==> images/sizing.png <==
Drawn at 6 px/µm.
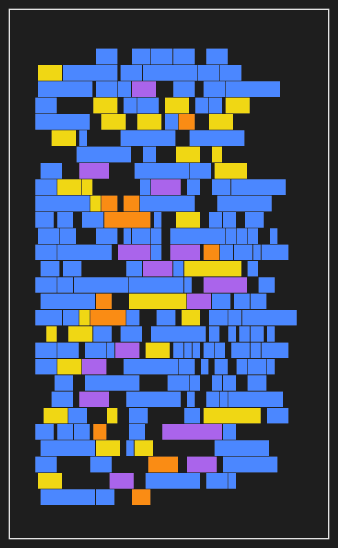
==> images/closeup.png <==
Window x 1 to 26, y 54 to 79 µm. Cells in gray, sequential cells in the stronger gray; small squares are vias.
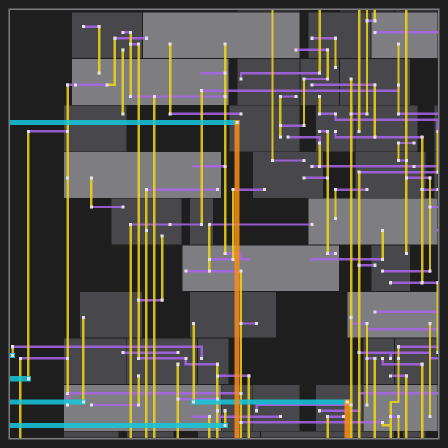
==> images/congestion_map.png <==
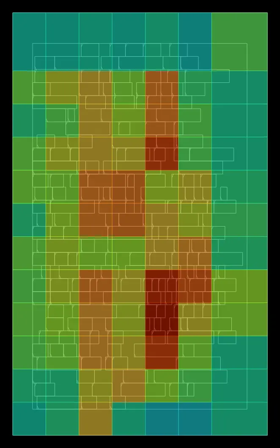
[src/rtl/jtbubl_snd_pkg.sv]
// Shared constants for the Bubble Bobble main/sound CPU latch.
// Holds the address decode values, status bit positions, the command FIFO
// depth and the sound-reset state encodings used by jtbubl_sndcomm.
package jtbubl_snd_pkg;

  // Main CPU register map
  localparam logic [1:0] MAIN_A_CMD  = 2'd0;
  localparam logic [1:0] MAIN_A_STAT = 2'd1;
  localparam logic [1:0] MAIN_A_SRST = 2'd2;

  // Sound CPU register map
  localparam logic [1:0] SND_A_CMD     = 2'd0;
  localparam logic [1:0] SND_A_NMI_OFF = 2'd1;
  localparam logic [1:0] SND_A_NMI_ON  = 2'd2;

  // Status byte bit positions
  localparam int ST_REP_BIT  = 0;
  localparam int ST_CMD_BIT  = 1;
  localparam int ST_FULL_BIT = 2;

  // Command FIFO geometry (only used when the FIFO is built in)
  localparam int FIFO_DEPTH = 4;
  localparam int FIFO_AW    = 2;

  typedef enum logic [1:0] {
    SRST_IDLE = 2'd0,
    SRST_HOLD = 2'd1,
    SRST_WAIT = 2'd2
  } srst_state_e;

  // Build the main-side status byte; unused bits read as zero
  function automatic logic [7:0] status_byte(input logic cmd_pend,
                                             input logic rep_pend,
                                             input logic full);
    logic [7:0] r;
    r              = 8'h00;
    r[ST_REP_BIT]  = rep_pend;
    r[ST_CMD_BIT]  = cmd_pend;
    r[ST_FULL_BIT] = full;
    return r;
  endfunction

endpackage

[src/rtl/jtbubl_sndcomm_fifo.sv]
// Four-entry command FIFO between main and sound CPUs.
// A pop and a push in the same cycle on a full FIFO both take effect:
// the head leaves first, which frees the slot the push lands in.
module jtbubl_sndcomm_fifo
  import jtbubl_snd_pkg::*;
(
  input  logic       clk,
  input  logic       rst,
  input  logic       i_push,
  input  logic       i_pop,
  input  logic [7:0] i_din,
  output logic [7:0] o_head,
  output logic       o_empty,
  output logic       o_full
);

  localparam logic [FIFO_AW:0] L_DEPTH = (FIFO_AW+1)'(FIFO_DEPTH);

  logic [7:0]         r_mem [FIFO_DEPTH];
  logic [FIFO_AW-1:0] r_rd_ptr;
  logic [FIFO_AW-1:0] r_wr_ptr;
  logic [FIFO_AW:0]   r_count;
  logic               w_do_pop;
  logic               w_do_push;

  assign w_do_pop  = i_pop & (r_count != {(FIFO_AW+1){1'b0}});
  assign w_do_push = i_push & ((r_count != L_DEPTH) | w_do_pop);

  assign o_head  = r_mem[r_rd_ptr];
  assign o_empty = (r_count == {(FIFO_AW+1){1'b0}});
  assign o_full  = (r_count == L_DEPTH);

  // Storage, pointers and occupancy update
  always_ff @(posedge clk or posedge rst) begin
    if (rst) begin
      for (int i = 0; i < FIFO_DEPTH; i++) r_mem[i] <= 8'h00;
      r_rd_ptr <= {FIFO_AW{1'b0}};
      r_wr_ptr <= {FIFO_AW{1'b0}};
      r_count  <= {(FIFO_AW+1){1'b0}};
    end else begin
      if (w_do_push) begin
        r_mem[r_wr_ptr] <= i_din;
        r_wr_ptr        <= r_wr_ptr + FIFO_AW'(1);
      end
      if (w_do_pop) r_rd_ptr <= r_rd_ptr + FIFO_AW'(1);
      case ({w_do_push, w_do_pop})
        2'b10:   r_count <= r_count + (FIFO_AW+1)'(1);
        2'b01:   r_count <= r_count - (FIFO_AW+1)'(1);
        default: r_count <= r_count;
      endcase
    end
  end

endmodule

[src/rtl/jtbubl_sndcomm.sv]
// Main/sound CPU communication latch with sound-CPU reset control.
// Main writes a command, sound writes a reply; each side sees a pending
// flag that clears on the first read edge of the other side's data.
// Optional: define JTBUBL_SNDCOMM_FIFO_EN to queue up to four commands.
module jtbubl_sndcomm
  import jtbubl_snd_pkg::*;
#(
  parameter int RST_HOLD = 32
) (
  input  logic       clk,
  input  logic       rst,
  input  logic       main_cen,
  input  logic [1:0] main_addr,
  input  logic       main_wr,
  input  logic       main_rd,
  input  logic [7:0] main_din,
  output logic [7:0] main_dout,
  input  logic       snd_cen,
  input  logic [1:0] snd_addr,
  input  logic       snd_wr,
  input  logic       snd_rd,
  input  logic [7:0] snd_din,
  output logic [7:0] snd_dout,
  output logic       snd_nmi_n,
  output logic       snd_rst
);

  localparam int            CW        = $clog2(RST_HOLD + 1);
  localparam logic [CW-1:0] HOLD_LAST = CW'(RST_HOLD - 1);

  srst_state_e   r_state;
  logic [CW-1:0] r_cnt;
  logic          r_snd_rst;
  logic          r_bit0;
  logic          r_nmi_en;
  logic          r_nmi_n;
  logic [7:0]    r_reply;
  logic          r_rep_pend;
  logic          r_main_rd_l;
  logic          r_snd_rd_l;

  logic w_main_we, w_main_cmd_we, w_main_srst_we;
  logic w_snd_we, w_snd_rep_we, w_snd_nmi_off, w_snd_nmi_on;
  logic w_snd_rd_edge, w_main_rd_edge;
  logic w_cmd_pend, w_cmd_full, w_rep_pend, w_nmi_en;
  logic [7:0] w_cmd_data;

  assign w_main_we      = main_cen & main_wr;
  assign w_main_cmd_we  = w_main_we & (main_addr == MAIN_A_CMD);
  assign w_main_srst_we = w_main_we & (main_addr == MAIN_A_SRST);

  // Sound-side writes are ignored while the sound CPU is held in reset
  assign w_snd_we      = snd_cen & snd_wr & ~r_snd_rst;
  assign w_snd_rep_we  = w_snd_we & (snd_addr == SND_A_CMD);
  assign w_snd_nmi_off = w_snd_we & (snd_addr == SND_A_NMI_OFF);
  assign w_snd_nmi_on  = w_snd_we & (snd_addr == SND_A_NMI_ON);

  assign w_snd_rd_edge  = snd_rd  & ~r_snd_rd_l  & (snd_addr  == SND_A_CMD);
  assign w_main_rd_edge = main_rd & ~r_main_rd_l & (main_addr == MAIN_A_CMD);

  // Reset forces these low immediately, not one cycle after snd_rst rises
  assign w_rep_pend = r_rep_pend & ~r_snd_rst;
  assign w_nmi_en   = r_nmi_en & ~r_snd_rst;

  assign snd_rst   = r_snd_rst;
  assign snd_nmi_n = r_nmi_n;

  // Previous read strobes, so a long read clears a flag only once
  always_ff @(posedge clk or posedge rst) begin
    if (rst) begin
      r_main_rd_l <= 1'b0;
      r_snd_rd_l  <= 1'b0;
    end else begin
      r_main_rd_l <= main_rd;
      r_snd_rd_l  <= snd_rd;
    end
  end

`ifdef JTBUBL_SNDCOMM_FIFO_EN
  logic w_fifo_empty;

  jtbubl_sndcomm_fifo u_fifo (
    .clk     (clk),
    .rst     (rst),
    .i_push  (w_main_cmd_we),
    .i_pop   (w_snd_rd_edge),
    .i_din   (main_din),
    .o_head  (w_cmd_data),
    .o_empty (w_fifo_empty),
    .o_full  (w_cmd_full)
  );

  assign w_cmd_pend = ~w_fifo_empty;
`else
  logic [7:0] r_cmd;
  logic       r_cmd_pend;

  // Single command register; a write wins over a simultaneous read edge
  always_ff @(posedge clk or posedge rst) begin
    if (rst) begin
      r_cmd      <= 8'h00;
      r_cmd_pend <= 1'b0;
    end else if (w_main_cmd_we) begin
      r_cmd      <= main_din;
      r_cmd_pend <= 1'b1;
    end else if (w_snd_rd_edge) begin
      r_cmd_pend <= 1'b0;
    end
  end

  assign w_cmd_data = r_cmd;
  assign w_cmd_pend = r_cmd_pend;
  assign w_cmd_full = 1'b0;
`endif

  // Reply register and its pending flag; a write wins over a read edge
  always_ff @(posedge clk or posedge rst) begin
    if (rst) begin
      r_reply    <= 8'h00;
      r_rep_pend <= 1'b0;
    end else begin
      if (w_snd_rep_we) r_reply <= snd_din;
      if (r_snd_rst)           r_rep_pend <= 1'b0;
      else if (w_snd_rep_we)   r_rep_pend <= 1'b1;
      else if (w_main_rd_edge) r_rep_pend <= 1'b0;
    end
  end

  // NMI enable and the registered NMI line
  always_ff @(posedge clk or posedge rst) begin
    if (rst) begin
      r_nmi_en <= 1'b0;
      r_nmi_n  <= 1'b1;
    end else begin
      if (r_snd_rst)          r_nmi_en <= 1'b0;
      else if (w_snd_nmi_on)  r_nmi_en <= 1'b1;
      else if (w_snd_nmi_off) r_nmi_en <= 1'b0;
      r_nmi_n <= ~(w_cmd_pend & w_nmi_en);
    end
  end

  // Last bit0 the main CPU wrote to the sound-reset control address
  always_ff @(posedge clk or posedge rst) begin
    if (rst)                 r_bit0 <= 1'b0;
    else if (w_main_srst_we) r_bit0 <= main_din[0];
  end

  // Sound-reset sequencer: fixed minimum pulse, then follow bit0
  always_ff @(posedge clk or posedge rst) begin
    if (rst) begin
      r_state   <= SRST_HOLD;
      r_cnt     <= {CW{1'b0}};
      r_snd_rst <= 1'b1;
    end else begin
      case (r_state)
        SRST_IDLE: begin
          if (w_main_srst_we && main_din[0]) begin
            r_state   <= SRST_HOLD;
            r_cnt     <= {CW{1'b0}};
            r_snd_rst <= 1'b1;
          end
        end
        SRST_HOLD: begin
          if (r_cnt == HOLD_LAST) begin
            r_state   <= r_bit0 ? SRST_WAIT : SRST_IDLE;
            r_snd_rst <= r_bit0;
          end else begin
            r_cnt <= r_cnt + CW'(1);
          end
        end
        SRST_WAIT: begin
          if (!r_bit0) begin
            r_state   <= SRST_IDLE;
            r_snd_rst <= 1'b0;
          end
        end
        default: begin
          r_state   <= SRST_IDLE;
          r_cnt     <= {CW{1'b0}};
          r_snd_rst <= 1'b0;
        end
      endcase
    end
  end

  // Main CPU read mux
  always_comb begin
    main_dout = 8'hFF;
    case (main_addr)
      MAIN_A_CMD:  main_dout = r_reply;
      MAIN_A_STAT: main_dout = status_byte(w_cmd_pend, w_rep_pend, w_cmd_full);
      default:     main_dout = 8'hFF;
    endcase
  end

  // Sound CPU read mux
  always_comb begin
    snd_dout = 8'hFF;
    if (snd_addr == SND_A_CMD) snd_dout = w_cmd_data;
    else                       snd_dout = 8'hFF;
  end

endmodule
[config.mk]
export PLATFORM = sky130hd
export DESIGN_NAME = jtbubl_sndcomm
export DESIGN_NICKNAME = d
export VERILOG_FILES = /design/src/rtl/jtbubl_snd_pkg.sv /design/src/rtl/jtbubl_sndcomm_fifo.sv /design/src/rtl/jtbubl_sndcomm.sv
export SDC_FILE = /design/constraint.sdc
export NUM_CORES = 1
export LEC_CHECK = 0
export CAP_MARGIN = 20
export CORE_AREA = 4 4 49 84
export CTS_CLUSTER_SIZE = 40
export DETAILED_ROUTE_END_ITERATION = 12
export DIE_AREA = 0 0 53 88
export GPL_TIMING_DRIVEN = 0
export HOLD_SLACK_MARGIN = 0.12
export PLACE_DENSITY_LB_ADDON = 0.15
export SLEW_MARGIN = 10
export SYNTH_ARGS = -nofsm -noshare
export SYNTH_HDL_FRONTEND = slang
export SYNTH_SLANG_ARGS = --single-unit
[constraint.sdc]
create_clock -name clk -period 1.65 [get_ports clk]
set_input_delay 0.33 -clock clk [delete_from_list [all_inputs] [get_ports clk]]
set_output_delay 0.33 -clock clk [all_outputs]
set_load 0.005 [all_outputs]
==> Slide: Implementation Results <==
Implementation Results

Synth
  – Number of nets at floorplan: ~170
  – Proportion of synthesized flip-flops having asynchronous set or reset: 100%
  – Number of storage elements in the synthesis netlist: 32
  – Most used standard cells in the synthesized netlist: dfrtp_1, mux2_2, a21oi_1, or3_1
  – Area figure in the yosys stat output: 1580 µm²
  – Leading cell types by total area after synthesis: dfrtp_1, mux2_2, dfstp_2
  – Instance tally after logic synthesis: 137
  – Cell total in the yosys stat output: 137
  – AND/OR/NAND/NOR Cells, Area Fraction: between 15 and 20%
  – Cell with the most instances after synthesis: dfrtp_1
  – Yosys aoi share: 16.2%
  – Post-Synth XOR/XNOR Area: 0%
  – Average size of a mapped cell: 11.5 µm²
  – EDFF count, synth: 0
  – Most instantiated flip-flop cell in the synthesis netlist: dfrtp_1
  – MUX area fraction: 12.2%
  – Adder-cell share of the synthesized area: 0.794%
  – Largest family of logic cells by area: simple AND/OR/NAND/NOR gates
  – Synth Seq Share: about half

Floorplanning
  – Placeable Area: 3400 µm²
  – Number of tap cells inserted: 45
  – Die outline width: 53 µm
  – IO Count: 46
  – DIE HEIGHT: 88 µm
  – Chip area: approximately 4700 µm²
  – # rows: 28

Status
  – Violations in the final reports: negative setup slack
  – Outcome: complete, but fails checks

Global routing
  – Remaining global-route overflow: 0
  – Largest net degree at the start of global routing: 23
  – GRT Overall Usage: 18.6%
  – Initial antenna violation count: 0
  – Global-route wire length before repair: around 6300 µm
  – Via count of the first global-routing pass: approximately 1,500

Layout
  – Multi-input combinational cell count: roughly 94
  – Number of sequential cells: 32
  – Top Layout Cells: dfrtp_1, clkdlybuf4s50_1, mux2_2, or3_1, dlygate4sd2_1
  – Number of diodes: 0
  – FILL cells: 274
  – Highest-count logic cell in the final layout: dfrtp_1
  – Final std cells w/o fill: 245
  – Share of cell area taken by flip-flops and latches: 35.0%
  – Buffer share of cell area: 25.4%
  – Area fraction of clock buffers and clock inverters: 3.54%
  – Biggest registers after layout: r_cmd: 8 flops, r_reply: 8 flops, r_cnt: 6 flops
  – # clk buffers: 7
  – Combinational cell area excluding buffers and inverters: 742 µm²
  – Fraction of layout instances using a drive strength above 1: a little over a quarter

Placement
  – Placer Congestion: 0.874
  – Placed cell count: 228
  – # port buffers: 45
  – Worst setup timing slack at the placement stage: -582 ps
  – Detailed placement HPWL: 2920 µm
  – Instance area after placement: 2110 µm²

Critical path
  – Critical path required time: roughly 1300 ps
  – Setup crit start kind: flop
  – Data arrival time at the worst-slack endpoint: 1350 ps
  – Maximum fanout count along the critical path: 2

STA
  – Final cycle utilization of the critical path: 102%
  – Count of endpoints failing hold in the final timing report: 0
  – Actual transition at the worst max-transition pin: 508 ps
  – Post-Route Setup TNS: -33.0 ps
  – Final worst setup slack: -33.0 ps
  – Maximum clock frequency: between 500 and 600 MHz
  – Final setup vio count: 1
  – Final Max-Slew Violation Tally: 0
  – Minimum period implied by the final worst setup slack: approximately 1700 ps
  – Relative slew slack: 66.1%
  – Worst Hold Slack: around 370 ps
  – Worst clock skew: about 5 ps
  – Unrepaired setup endpoints after global routing: yes

Run
  – MaxCap Viol Count: 0

Drt
  – Final ANT Viol Nets: 0
  – DRC errors left: 0
  – Routed len/inst: 16.2 µm
  – First DRT Iteration DRCs: 32
  – Average vias per placed instance: 5.54
  – Detailed Routing Iterations Pass 1: 4

Clocking
  – Clock sink count: 32
  – Cell chosen for the clock root: clkbuf_8
  – Post-cts hold-fix buffer tally: 0
  – Clock Path Buffers: 2
  – Insertion delay of the later-clocked pin in the worst-skew pair: between 200 and 300 ps
  – Worst-path clk slew: 60 ps
  – Clock tree from TritonCTS: yes

Pwr
  – Maximum resistive drop on vdd: 735 µV
  – Power density normalized to cell area: ~1100 nW/µm²
Back to the opening pictures, sizing.png:
[orange] x3 and x4 | cells: 10 | share: 5.0% | most used: buf_4
[yellow] x2 | cells: 29 | share: 14% | most used: mux2_2
[blue] x1 and smaller | cells: 147 | share: 74% | most used: dfrtp_1
[purple] x6 and larger | cells: 14 | share: 7.0% | most used: clkbuf_8
final worst setup slack: -33.0 ps
Buffers, non-clock: 59
Area Overhead vs Synth: 45.8%
Finished Cell Area: 2300 µm²

Back to the opening pictures, closeup.png:
[cyan] M3
[purple] M1
[orange] M4
[yellow] M2
cells with their middle in the window: 31
netlist names of flops here include: `r_cmd` (4), `r_reply` (3)
sequential cells in the window: 7
most frequent: dfrtp_1 (7), mux2_2 (6), clkdlybuf4s50_1 (5)

Back to the opening pictures, congestion_map.png:
GRT met3 Usage: 4.60%
GRT busiest layer: met2

[through the flow]
| step | total power (W) | util (%) |
|---|---|---|
| floorplan | 0.00154 | - |
| global placement | 0.00180 | 61.3 |
| detailed placement | 0.00186 | 62.1 |
| CTS | 0.00246 | 67.0 |
| global route | 0.00260 | 67.6 |
| finish | 0.00244 | 67.6 |
[report_power, final]
| part | internal, W | switching, W |
|---|---|---|
| Clock | 0.000296 | 0.000281 |
| Combinational | 0.000397 | 0.000326 |
| Sequential | 0.000993 | 0.000148 |
| Total | 0.00168 | 0.000755 |
[kinds of logic after synthesis]
group,Yosys count
multiplexers,17
flip-flops,32
AND-OR/OR-AND,35
adder cells (fa/ha/maj),1
AND/OR/NAND/NOR,41
buffers and inverters,11
[routing by layer]
layer / share of wire, % / GRT usage, % / up-vias
met1: 37 / 18.8 / 670
met5: 0 / 0 / -
met2: 58 / 33.9 / 41
met3: 3.7 / 4.60 / 8
li1: - / - / 639
met4: 2.1 / 9.30 / 0
[worst max-delay path: stages, from the launching register on]
cell	delay, ps
dfstp_2	550
nand2b_4	130
a21oi_2	50
or2_4	230
buf_6	110
[path summary, 6_finish.rpt]
| check | start | to | slack [ps] | cells past startpoint |
|---|---|---|---|---|
| min in group clk | snd_addr[0] | r_cmd_pend | 450 | 3 |
| max reg2reg | snd_rst | r_reply[1] | 60 | 5 |
| min reg2reg | r_nmi_en | snd_nmi_n | 460 | 1 |
| max | snd_rst | main_dout[0] | -30 | 4 |
| max in group asynchronous | rst | snd_rst | 720 | 3 |
| min | rst | r_cnt[0] | 370 | 2 |
[what timing repair did]
| item | CTS | global route |
|---|---|---|
| setup endpoints to repair | 25 | 18 |
| pin swaps | 1 | 1 |
| buffers inserted | 5 | 1 |
| cloned | 2 | 1 |
| resized | 52 | 12 |
Power figures rest on the tool's default switching activity, not on a simulated workload.
